## src/rtl/alu_pkg.sv

```systemverilog
// Shared opcodes and FSM state encoding for the sequential ALU.
// Imported by alu_secuencial and its testbench.
package alu_pkg;

    localparam logic [2:0] OP_ADD = 3'b000;
    localparam logic [2:0] OP_SUB = 3'b001;
    localparam logic [2:0] OP_AND = 3'b010;
    localparam logic [2:0] OP_OR  = 3'b011;
    localparam logic [2:0] OP_XOR = 3'b100;
    localparam logic [2:0] OP_SHL = 3'b101;
    localparam logic [2:0] OP_MUL = 3'b110;
    localparam logic [2:0] OP_111 = 3'b111;

    typedef enum logic [1:0] {
        OCIOSO    = 2'b00,
        ITERA     = 2'b01,
        RESULTADO = 2'b10
    } estado_t;

endpackage

```

## src/rtl/alu_iterativa.sv

```systemverilog
// Shared iterative datapath: shift-add multiply and restoring divide.
// One bit per cycle for ANCHO cycles; done flags the last iteration.
module alu_iterativa #(
    parameter int ANCHO = 8
) (
    input  logic               clk,
    input  logic               rst_n,
    input  logic               start,
    input  logic               op_div,
    input  logic [ANCHO-1:0]   a,
    input  logic [ANCHO-1:0]   b,
    output logic               done,
    output logic [2*ANCHO-1:0] resultado
);

    localparam int CW = $clog2(ANCHO);
    localparam logic [CW-1:0] ULT = CW'(ANCHO - 1);

    logic [2*ANCHO-1:0] acc;
    logic [2*ANCHO-1:0] sig;
    logic [ANCHO-1:0]   b_r;
    logic               div_r;
    logic               busy;
    logic [CW-1:0]      cnt;
    logic [ANCHO:0]     suma;
    logic [ANCHO:0]     parcial;
    logic [ANCHO:0]     dif;

    // MUL: acc = {partial product, remaining multiplier bits}
    // DIV: acc = {partial remainder, remaining dividend / quotient bits}
    assign suma    = {1'b0, acc[2*ANCHO-1:ANCHO]}
                   + {1'b0, (acc[0] ? b_r : {ANCHO{1'b0}})};
    assign parcial = {acc[2*ANCHO-1:ANCHO], acc[ANCHO-1]};
    assign dif     = parcial - {1'b0, b_r};

    always_comb begin
        sig = {suma, acc[ANCHO-1:1]};
        if (div_r) begin
            if (parcial >= {1'b0, b_r})
                sig = {dif[ANCHO-1:0], acc[ANCHO-2:0], 1'b1};
            else
                sig = {parcial[ANCHO-1:0], acc[ANCHO-2:0], 1'b0};
        end
    end

    assign done      = busy & (cnt == ULT);
    assign resultado = sig;

    always_ff @(posedge clk or negedge rst_n) begin
        if (!rst_n) begin
            acc   <= '0;
            b_r   <= '0;
            div_r <= 1'b0;
            busy  <= 1'b0;
            cnt   <= '0;
        end else if (start) begin
            acc   <= {{ANCHO{1'b0}}, a};
            b_r   <= b;
            div_r <= op_div;
            busy  <= 1'b1;
            cnt   <= '0;
        end else if (busy) begin
            acc <= sig;
            cnt <= cnt + CW'(1);
            if (cnt == ULT)
                busy <= 1'b0;
        end
    end

endmodule

```

## src/rtl/alu_secuencial.sv

```systemverilog
// Clocked ALU with valid/ready in and out; MUL (and DIV) iterate ANCHO cycles.
// Define ALU_DIV_EN to make opcode 111 a restoring DIV; otherwise it is SHR.
module alu_secuencial
    import alu_pkg::*;
#(
    parameter int ANCHO = 8
) (
    input  logic               Reloj,
    input  logic               Reinicio_n,
    input  logic               entrada_valida,
    output logic               entrada_lista,
    input  logic [2:0]         Codigo_OP,
    input  logic [ANCHO-1:0]   Dato0,
    input  logic [ANCHO-1:0]   Dato1,
    output logic               salida_valida,
    input  logic               salida_lista,
    output logic [2*ANCHO-1:0] Resultado,
    output logic               banderaA,
    output logic               banderaB
);

    localparam int ANCHO_DESP = $clog2(ANCHO);

    estado_t               estado;
    logic                  listo;
    logic                  acepta;
    logic                  toma;
    logic                  es_iter;
    logic                  iter_div;
    logic                  op_div_r;
    logic                  div0_r;
    logic                  iter_fin;
    logic [2*ANCHO-1:0]    iter_res;
    logic [ANCHO-1:0]      res_simple;
    logic                  flag_simple;
    logic [ANCHO:0]        suma;
    logic [ANCHO:0]        resta;
    logic [ANCHO_DESP-1:0] desp;

    // listo keeps the input side closed until the first edge after reset
    assign entrada_lista = listo & ((estado == OCIOSO) |
                           ((estado == RESULTADO) & salida_lista));
    assign acepta = entrada_valida & entrada_lista;
    assign toma   = salida_valida & salida_lista;

    assign suma  = {1'b0, Dato0} + {1'b0, Dato1};
    assign resta = {1'b0, Dato0} - {1'b0, Dato1};
    assign desp  = Dato1[ANCHO_DESP-1:0];

`ifdef ALU_DIV_EN
    assign iter_div = (Codigo_OP == OP_111);
`else
    assign iter_div = 1'b0;
`endif
    assign es_iter = (Codigo_OP == OP_MUL) | iter_div;

    always_comb begin
        res_simple  = '0;
        flag_simple = 1'b0;
        case (Codigo_OP)
            OP_ADD: begin
                res_simple  = suma[ANCHO-1:0];
                flag_simple = suma[ANCHO];
            end
            OP_SUB: begin
                res_simple  = resta[ANCHO-1:0];
                flag_simple = resta[ANCHO];
            end
            OP_AND: res_simple = Dato0 & Dato1;
            OP_OR:  res_simple = Dato0 | Dato1;
            OP_XOR: res_simple = Dato0 ^ Dato1;
            OP_SHL: res_simple = Dato0 << desp;
`ifndef ALU_DIV_EN
            OP_111: res_simple = Dato0 >> desp;
`endif
            default: ;
        endcase
    end

    alu_iterativa #(
        .ANCHO(ANCHO)
    ) u_iter (
        .clk      (Reloj),
        .rst_n    (Reinicio_n),
        .start    (acepta & es_iter),
        .op_div   (iter_div),
        .a        (Dato0),
        .b        (Dato1),
        .done     (iter_fin),
        .resultado(iter_res)
    );

    always_ff @(posedge Reloj or negedge Reinicio_n) begin
        if (!Reinicio_n) begin
            estado        <= OCIOSO;
            listo         <= 1'b0;
            salida_valida <= 1'b0;
            Resultado     <= '0;
            banderaA      <= 1'b0;
            banderaB      <= 1'b0;
            op_div_r      <= 1'b0;
            div0_r        <= 1'b0;
        end else begin
            listo <= 1'b1;
            case (estado)
                OCIOSO, RESULTADO: begin
                    if (toma) begin
                        salida_valida <= 1'b0;
                        estado        <= OCIOSO;
                    end
                    if (acepta) begin
                        if (es_iter) begin
                            op_div_r      <= iter_div;
                            div0_r        <= (Dato1 == '0);
                            salida_valida <= 1'b0;
                            estado        <= ITERA;
                        end else begin
                            Resultado     <= {{ANCHO{1'b0}}, res_simple};
                            banderaA      <= flag_simple;
                            banderaB      <= (res_simple == '0);
                            salida_valida <= 1'b1;
                            estado        <= RESULTADO;
                        end
                    end
                end
                ITERA: begin
                    if (iter_fin) begin
                        Resultado     <= iter_res;
                        banderaA      <= op_div_r & div0_r;
                        banderaB      <= (iter_res == '0);
                        salida_valida <= 1'b1;
                        estado        <= RESULTADO;
                    end
                end
                default: estado <= OCIOSO;
            endcase
        end
    end

endmodule

```

## config.mk

```make
export PLATFORM = sky130hd
export DESIGN_NAME = alu_secuencial
export DESIGN_NICKNAME = d
export VERILOG_FILES = /design/src/rtl/alu_pkg.sv /design/src/rtl/alu_iterativa.sv /design/src/rtl/alu_secuencial.sv
export SDC_FILE = /design/constraint.sdc
export NUM_CORES = 1
export LEC_CHECK = 0
export CAP_MARGIN = 20
export CELL_PAD_IN_SITES_DETAIL_PLACEMENT = 0
export CELL_PAD_IN_SITES_GLOBAL_PLACEMENT = 1
export CORE_ASPECT_RATIO = 1.75
export CORE_UTILIZATION = 32
export DETAILED_ROUTE_END_ITERATION = 16
export GPL_ROUTABILITY_DRIVEN = 1
export GPL_TIMING_DRIVEN = 1
export PLACE_DENSITY_LB_ADDON = 0.1
export SLEW_MARGIN = 10
export SYNTH_ARGS = -nofsm -noshare
export SYNTH_HDL_FRONTEND = slang
export SYNTH_HIERARCHICAL = 1
export SYNTH_SLANG_ARGS = --single-unit
```

## constraint.sdc

```tcl
create_clock -name Reloj -period 6 [get_ports Reloj]
set_input_delay 1.2 -clock Reloj [delete_from_list [all_inputs] [get_ports Reloj]]
set_output_delay 1.2 -clock Reloj [all_outputs]
set_load 0.1 [all_outputs]
```

Run 1, placed cells, one color a class:
The bar under the picture is 20 um long. Fill, decap, tap and diode cells in gray.
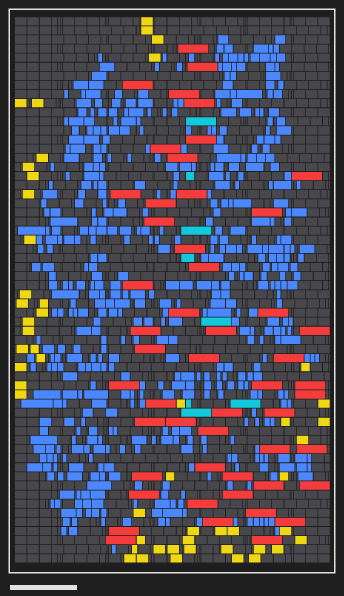
combinational and other logic -> blue  # cells 518
flops -> red  # cells 51
other buffers and delay cells -> yellow  # cells 51
clock drivers and dummy loads -> cyan  # cells 8

Run 1, local utilization:
The die is cut into 10 by 17 equal tiles; white is low, dark blue is high, 0 to 100% covered.
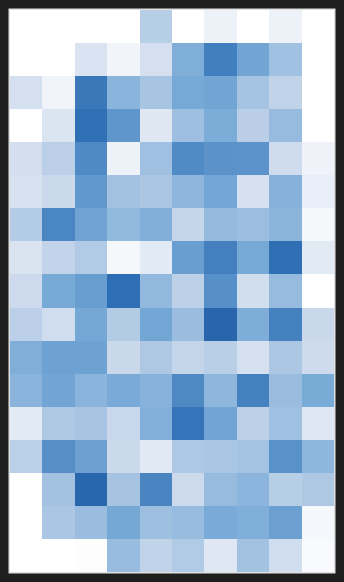
tiles over 75% full = 1.2%
nearly empty tiles = 11%
fullest tile = 79%
mean over tiles = 34%

==> changes_impl.md, run 1 <==
## Flow update

- Cell Type Count: 83
- First-pass GRT wire length: 27.3 mm
- Period utilization: 0.743
- Syn Nets: 675
- EDFF count, synth: 0
- Synth async-reset ratio: 1.00
- Tool Warnings: 44
- Max Cap Viol: 0
- Delay-heaviest family, CP: buffers and inverters
- Synth area leader: dfrtp_1
- Count of final setup violators: 0
- Hold Slack: 0.490 ns
- Dominant flop cell: dfrtp_1
- Die H: 168 um
- Max Slew Vio Count: 0
- Drt initial violations: 247
- Critical path's slowest cell: clkdlybuf4s50_1
- Buf/Inv on CP: 2
- Run status: finished clean
- CP required: 4.80 ns
- Synthesis area per yosys: 5030 um2
- Ys Warns: 6
- Vias in the first global route: 4,912
- Synth top area cells: dfrtp_1, ha_1, nand2_1
- Mean Syn Cell Area: 8.34 um2
- Crit path capture type: primary output
- H-tree depth: 2
- Critical path arrival: 3.26 ns
- CP startpoint kind: input pin
- Final Net Count: 698
- Pwr Density: 449 nW/um2
- Filler instances: 1,606
- Slew @ Worst Pin: 0.975 ns
- Clock Sinks: 51
- Cells after Synth: 604
- Tot GR Track Use: 0.218
- Tally of buffers added on design ports: 42
- Drt drc: 0
- Fin Setup TNS: 0 ns
- Area grow syn2layout: 14.1%
- I/O pin count: 43
- Placer Congestion: 0.863
- Max incr delay on CP: 1.19 ns
- Cell Area, Synth: 5030 um2
- Row count: 60
- Init Core Util: 0.327
- Critical-path cell list: clkdlybuf4s50_1 > nor2b_1 > nor3b_2 > clkdlybuf4s50_1
- Yosys Instances: 604
Run 1, met1 routing:
Supply wires on this layer in gray.
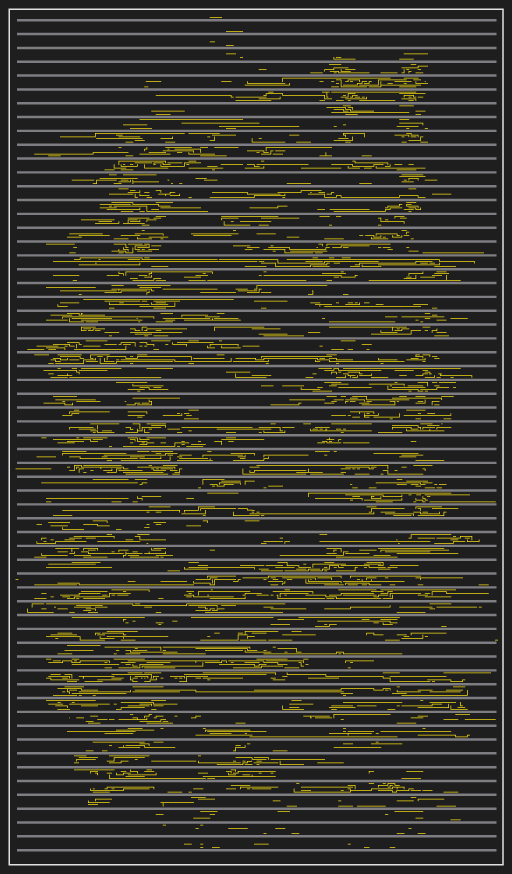
nets with wire on the layer = 635
main direction = horizontal
longest straight run = 40.0 um
share of all routed wire = 36%
wire length on this layer = 6,300 um
met1 usage in global routing: 0.212
WL final: 17.7 mm
DR vias: 4,703

run 1: metrics by stage:
stage	power [W]	area (um2)	instances	worst slack [ns]	util
floorplan	0.00179	5030	604	2.19	-
global placement	0.00227	5600	806	1.57	0.364
detailed placement	0.00228	5600	806	1.54	0.364
CTS	0.00259	5750	814	1.53	0.373
global route	0.00275	5750	814	1.49	0.373
finish	0.00258	5750	814	1.54	0.373
run 1: registers in the layout, summed over array words and instances, names as in the netlist:
register       flops
Resultado         16
estado             2
banderaA           1
banderaB           1
u_iter/cnt         3
u_iter/busy        1
salida_valida      1
u_iter/div_r       1
u_iter/b_r         8
listo              1
u_iter/acc        16
run 1: report_power, final:
group	leakage, nW	total (W)	switching, W	internal [W]
registers	0.639	0.000588	0.000124	0.000464
clock network	0.0717	0.000309	0.000151	0.000158
logic	1.72	0.00168	0.00107	0.000608
total	2.43	0.00258	0.00135	0.00123
run 1: cells in the mapped netlist (5+ instances only):
library cell and n:
nand2_1 61, dfrtp_1 51, ha_1 44, nor2_1 37, inv_1 36, a21oi_1 33, o21ai_0 32, clkbuf_1 20
mux2i_1 19, o21ai_1 19, nor3_1 17, a211oi_1 15, nand3_1 14, nand2b_1 12, nor2b_1 11, xnor2_1 10
and2_1 9, a21o_1 8, buf_2 8, a22oi_1 7, mux2_2 7, nand3b_1 7, nor3b_1 7, o211ai_1 7
o21bai_1 6, and3_1 5, mux4_2 5, nor4_1 5
run 1: cell type report:
cell class	count	area, um2	share of cell area
multi-input cells	479	3460	0.602
repair buffers	51	483	0.0840
well taps	186	233	0.0405
clock inverters	3	23.8	0.00414
clock buffers	5	125	0.0218
flip-flops and latches	51	1280	0.222
inverters	39	146	0.0255
run 1: kinds of logic (layout without fill, tap and decap cells):
family / count (synthesis) / after routing / share of synthesized area
and+or+nand+nor: 201 / 201 / 0.203
AOI/OAI and AO/OA: 181 / 181 / 0.247
buffers and inverters: 74 / 98 / 0.0614
DFF: 51 / 51 / 0.253
adders and majority gates: 48 / 48 / 0.125
muxes: 33 / 33 / 0.0840
xor gates and xnor gates: 14 / 14 / 0.0244
other: 2 / 2 / 0.00149
run 1: final timing paths:
check	depth (start not counted)	to	start	slack (ns)
setup / recovery	4	entrada_lista	salida_lista	1.54
hold / removal	1	Resultado[3]	Resultado[3]	0.49
setup reg to reg	12	banderaB	u_iter/acc[9]	2.55
hold reg to reg	1	Resultado[3]	Resultado[3]	0.49
max in group asynchronous	2	u_iter/b_r[3]	Reinicio_n	4.52
min in group asynchronous	2	listo	Reinicio_n	1.01
run 1: layer usage:
| layer | vias to the layer above | share of wire | global-route usage | wire length [um] |
|---|---|---|---|---|
| li1 | 2235 | - | - | - |
| met1 | 2288 | 0.36 | 0.212 | 6300 |
| met2 | 126 | 0.56 | 0.437 | 9900 |
| met3 | 54 | 0.020 | 0.0137 | 360 |
| met4 | 0 | 0.063 | 0.135 | 1110 |
| met5 | - | 0 | 0 | 0 |
==> run 1 -> run 2 <==
==> constraint.sdc (replaced) <==
create_clock -name Reloj -period 4.2 [get_ports Reloj]
set_input_delay 0.84 -clock Reloj [delete_from_list [all_inputs] [get_ports Reloj]]
set_output_delay 0.84 -clock Reloj [all_outputs]
set_load 0.1 [all_outputs]
Run 2, local utilization:
The die is cut into 10 by 17 equal tiles; white is low, dark blue is high, 0 to 100% covered.
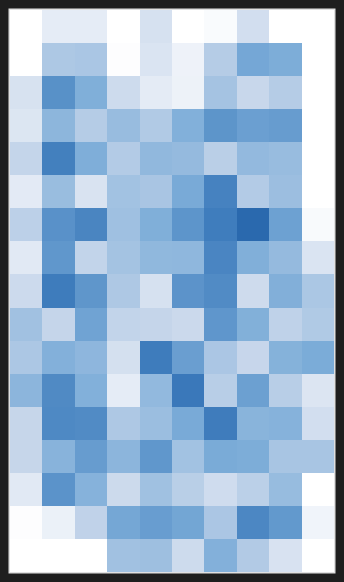
tiles over 75% full = 0.60%
mean over tiles = 35%
nearly empty tiles = 11%
fullest tile = 77%
Init Core Util: 0.327
Core Util, Final: 0.380
core area: 15,400 um2

Run 2, congestion heat map:
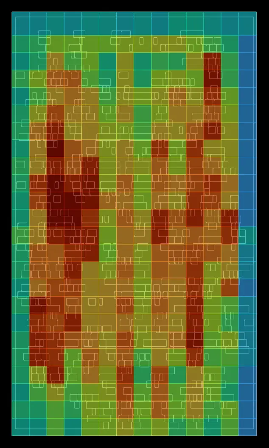
Tot GR Track Use: 0.221
met3 Usage GRT: 0.0166
GR Util met2: 0.439

==> run 2 against run 1 <==
  * Wire length about the same
  * Total power increased by 42%
  * Sequential power increased by 46%
  * Utilization increased by 0.67 points
  * Sequential share of layout area decreased by 0.39 points
  * Combinational power increased by 42%
  * Critical endpoint is now banderaB
==> changes_impl.md, run 2 <==
## Flow update

- First-pass GRT wire length: 27.7 mm
- Clock Sinks: 51
- Internal: 0.00177 W
- Placer Congestion: 0.924
- Tool Warnings: 44
- DR vias: 4,728
- Critical R2R Capture: banderaB
- Cell Area, Synth: 5030 um2
- Row count: 60
- Synth top cells by count: nand2_1, dfrtp_1, ha_1
- Synth top area cells: dfrtp_1, ha_1, nand2_1
- CP startpoint kind: input pin
- Ys Warns: 6
- Tally of buffers added on design ports: 42
- R2R cell count: 12
- Filler instances: 1,588
- H-tree depth: 2
- Hold Slack: 0.485 ns
- Largest regs: Resultado (16), u_iter/acc (16), u_iter/b_r (8)
- Cells after Synth: 604
- Final Cell Area: 5850 um2
- Crit path capture type: register
- EDFF count, synth: 0
- Max Cap Viol: 0
- Run status: finished clean
- Period utilization: 0.836
- CP required: 4.40 ns
- Post-Place Cells: 820
- Max Slew Vio Count: 0
- Cell Count, Final, Fillers Out: 828
- FF-to-FF setup slack: 0.75 ns
- Synthesis area per yosys: 5030 um2
- Die H: 168 um
- Net Sw Power: 0.00191 W
- Count of final setup violators: 0
- Yosys Instances: 604
- Sequential power share: 0.234
Run 2, met1 routing:
Supply wires on this layer in gray.
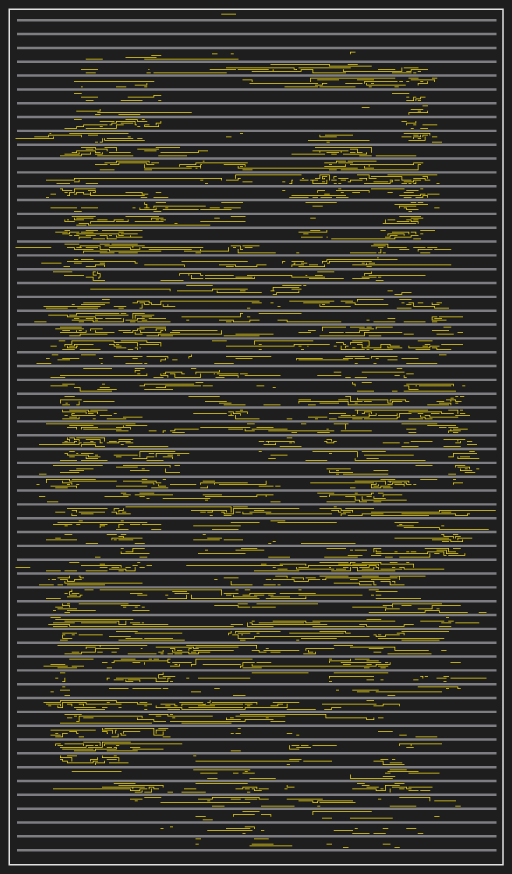
share of all routed wire = 34%
nets with wire on the layer = 644
main direction = horizontal
longest straight run = 32.2 um

run 2: layer usage:
| metal | vias to the layer above | GRT usage | part of all wire | wire length [um] |
|---|---|---|---|---|
| met3 | 60 | 0.0166 | 0.022 | 395 |
| met5 | - | 0 | 0 | 0 |
| li1 | 2261 | - | - | - |
| met1 | 2280 | 0.208 | 0.34 | 6000 |
| met2 | 127 | 0.439 | 0.57 | 10000 |
| met4 | 0 | 0.157 | 0.071 | 1250 |
run 2: cell families after synthesis:
kind of cell	Yosys count	share of synthesized area
and+or+nand+nor	201	0.203
muxes	33	0.0840
other	2	0.00149
AOI/OAI and AO/OA	181	0.247
DFF	51	0.253
buffers and inverters	74	0.0614
xor gates and xnor gates	14	0.0244
adders and majority gates	48	0.125
run 2: through the flow:
stage | setup slack, ns | power (W)
6_report | 0.688 | 0.00367
5_1_grt | 0.504 | 0.00394
4_1_cts | 0.725 | 0.00370
3_5_place_dp | 0.455 | 0.00326
3_3_place_gp | 0.524 | 0.00324
2_1_floorplan | 0.752 | 0.00256
run 2: final cells by class:
cell class	count	area (um2)	share of cell area
multi-input combinational	479	3460	0.591
timing repair buffer	65	586	0.100
tap	186	233	0.0398
sequential	51	1280	0.218
clock inverter	3	23.8	0.00406
clock buffer	5	125	0.0214
inverter	39	146	0.0250
run 2: critical path, stage by stage:
cell	delay, ns
clkdlybuf4s50_1	0.71
inv_1	0.17
ha_1	0.36
nor3_1	0.35
o31ai_1	0.20
a211oi_1	0.27
o221ai_1	0.16
xnor2_1	0.22
o221ai_1	0.18
o31ai_2	0.25
run 2: how the worst max path moves through the flow:
stage / end / slack [ns] / from
after floorplan: u_iter/acc[6] / 0.75 / salida_lista
after global placement: banderaB / 0.52 / Dato1[1]
after detailed placement: banderaB / 0.46 / Dato0[1]
after CTS: banderaB / 0.72 / u_iter/acc[9]
after global routing: banderaB / 0.50 / u_iter/acc[9]
final: banderaB / 0.69 / Dato0[1]
run 2: power by group through the flow:
| stage | clock (W) | combinational (W) | sequential [W] |
|---|---|---|---|
| detailed placement | 0 | 0.00239 | 0.000873 |
| floorplan | 0 | 0.00149 | 0.00106 |
| CTS | 0.000438 | 0.00240 | 0.000864 |
| global placement | 0 | 0.00237 | 0.000869 |
| finish | 0.000426 | 0.00239 | 0.000860 |
| global route | 0.000455 | 0.00260 | 0.000884 |
==> run 2 -> run 3 <==
==> constraint.sdc (replaced) <==
create_clock -name Reloj -period 3 [get_ports Reloj]
set_input_delay 0.6 -clock Reloj [delete_from_list [all_inputs] [get_ports Reloj]]
set_output_delay 0.6 -clock Reloj [all_outputs]
set_load 0.1 [all_outputs]
Run 3, metal 4:
The bar under the picture is 20 um long. Supply wires on this layer in gray.
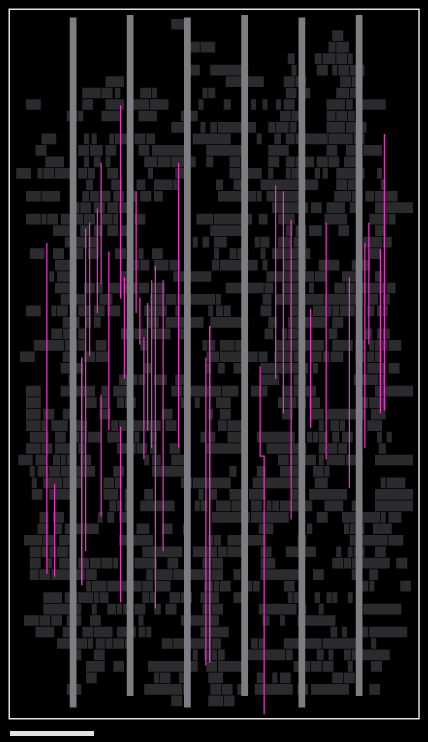
nets with wire on the layer = 32
wire length on this layer = 1,560 um

Run 3, met1 routing:
Supply wires on this layer in gray.
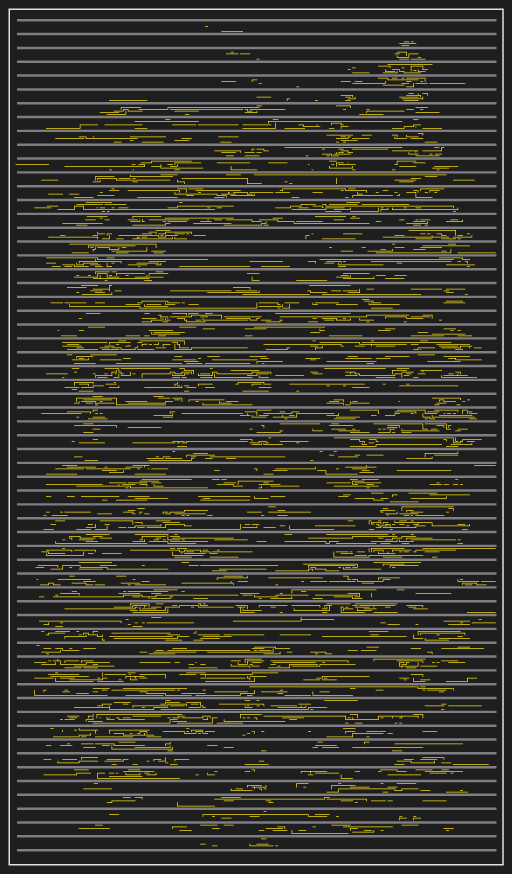
wire length on this layer = 6,340 um
main direction = horizontal
nets with wire on the layer = 729
share of all routed wire = 33%
DR vias: 5,094
WL final: 19.1 mm

==> run 3 against run 2 <==
  * Global-route usage increased by 1.7 points
  * Total power increased by 67%
  * Hold slack got worse by 0.058 ns
  * Largest cell class unchanged
  * Largest power group unchanged
==> changes_impl.md, run 3 <==
## Flow update

- Final WS setup: 0.00845 ns
- Die H: 168 um
- Critical path's most frequent cell: a21oi_2
- Pre-CTS worst setup slack: -0.450 ns
- Max incr delay on CP: 0.47 ns
- Tot GR Track Use: 0.238
- R2r startpoint: u_iter/acc[8]
- CP startpoint kind: register
- Cell Area, Synth: 5030 um2
- Buf/Inv on CP: 1
- Critical path's slowest cell: dfrtp_2
- Final Cell Area: 6790 um2
- H-tree depth: 2
- Core area: 15,400 um2
- Delay-heaviest family, CP: AND-OR/OR-AND gates
- Syn Nets: 675
- Cells after Synth: 604
- Largest regs: Resultado (16), u_iter/acc (16), u_iter/b_r (8)
- Synth top area cells: dfrtp_1, ha_1, nand2_1
- Placer Congestion: 1.01
- Critical-path cell list: ha_4 > nor2b_4 > o31a_1 > o31ai_4 > buf_6 > o21bai_4 > a22oi_2 > a21oi_2 > nor4_2 > nand4_1 > nor2_2 > a21oi_2 > o31ai_2
- Run status: finished clean
- Area grow syn2layout: 34.8%
- Dominant flop cell: dfrtp_1
- Drt initial violations: 199
- R2R cell count: 13
- Critical R2R Capture: banderaB
- Period utilization: 0.997
- Count of final setup violators: 0
- Synth async-reset ratio: 1.00
- Critical path arrival: 3.20 ns
- Init Core Util: 0.327
- Tool Warnings: 45
- Mean Syn Cell Area: 8.34 um2
- First-pass GRT wire length: 29.9 mm
- Yosys Instances: 604
- Pwr Density: 904 nW/um2
- Filler instances: 1,563
Run 3, placed cells, one color a class:
The bar under the picture is 20 um long. Fill, decap, tap and diode cells in gray.
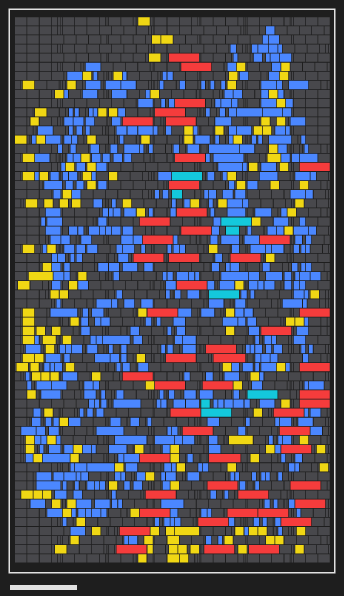
clock drivers and dummy loads -> cyan  # cells 8
flops -> red  # cells 51
other buffers and delay cells -> yellow  # cells 164
combinational and other logic -> blue  # cells 518

## run 3: power breakdown
part | internal, W | switching, W
sequential | 0.000931 | 0.000253
clock | 0.000318 | 0.000294
combinational | 0.00187 | 0.00247
total | 0.00312 | 0.00301
## run 3: worst min path at each step
stage	startpoint	to	cells after the start
floorplan	Reinicio_n	Resultado[0]	0
global placement	Resultado[3]	Resultado[3]	1
detailed placement	Resultado[3]	Resultado[3]	1
CTS	Reinicio_n	Resultado[12]	2
global route	Reinicio_n	Resultado[12]	2
finish	Reinicio_n	Resultado[12]	2
## run 3: logic make-up (layout without fill, tap and decap cells)
kind of cell | Yosys count | after routing | share of synthesized area
fa+ha+maj | 48 | 48 | 0.125
buf+inv | 74 | 211 | 0.0614
other cells | 2 | 2 | 0.00149
mux | 33 | 33 | 0.0840
flops | 51 | 51 | 0.253
xor+xnor | 14 | 14 | 0.0244
simple gates | 201 | 201 | 0.203
compound gates | 181 | 181 | 0.247
## run 3: final cells by class
| class | count | area share |
|---|---|---|
| clock buffer | 5 | 0.0184 |
| clock inverter | 3 | 0.00406 |
| inverter | 39 | 0.0216 |
| multi-input combinational | 479 | 0.538 |
| sequential | 51 | 0.188 |
| tap | 186 | 0.0343 |
| timing repair buffer | 164 | 0.195 |
## run 3: layer usage
layer	vias to the layer above	track usage	wire (um)
li1	2464	-	-
met1	2431	0.219	6340
met2	129	0.470	10800
met3	70	0.0166	388
met4	0	0.188	1560
met5	-	0	0
## run 3: stage by stage
| stage | hold slack [ns] | utilization |
|---|---|---|
| 2_1_floorplan | 0.304 | - |
| 3_3_place_gp | 0.462 | 0.415 |
| 3_5_place_dp | 0.471 | 0.415 |
| 4_1_cts | 0.447 | 0.430 |
| 5_1_grt | 0.483 | 0.441 |
| 6_report | 0.427 | 0.441 |
## run 3: what timing repair did
item                       4_1_cts  5_1_grt
setup buffers                    2        6
resized                         15       27
pin swaps                        2       17
setup endpoints to repair        2        6
No activity file was given, so power comes from the tool's default toggle rates.
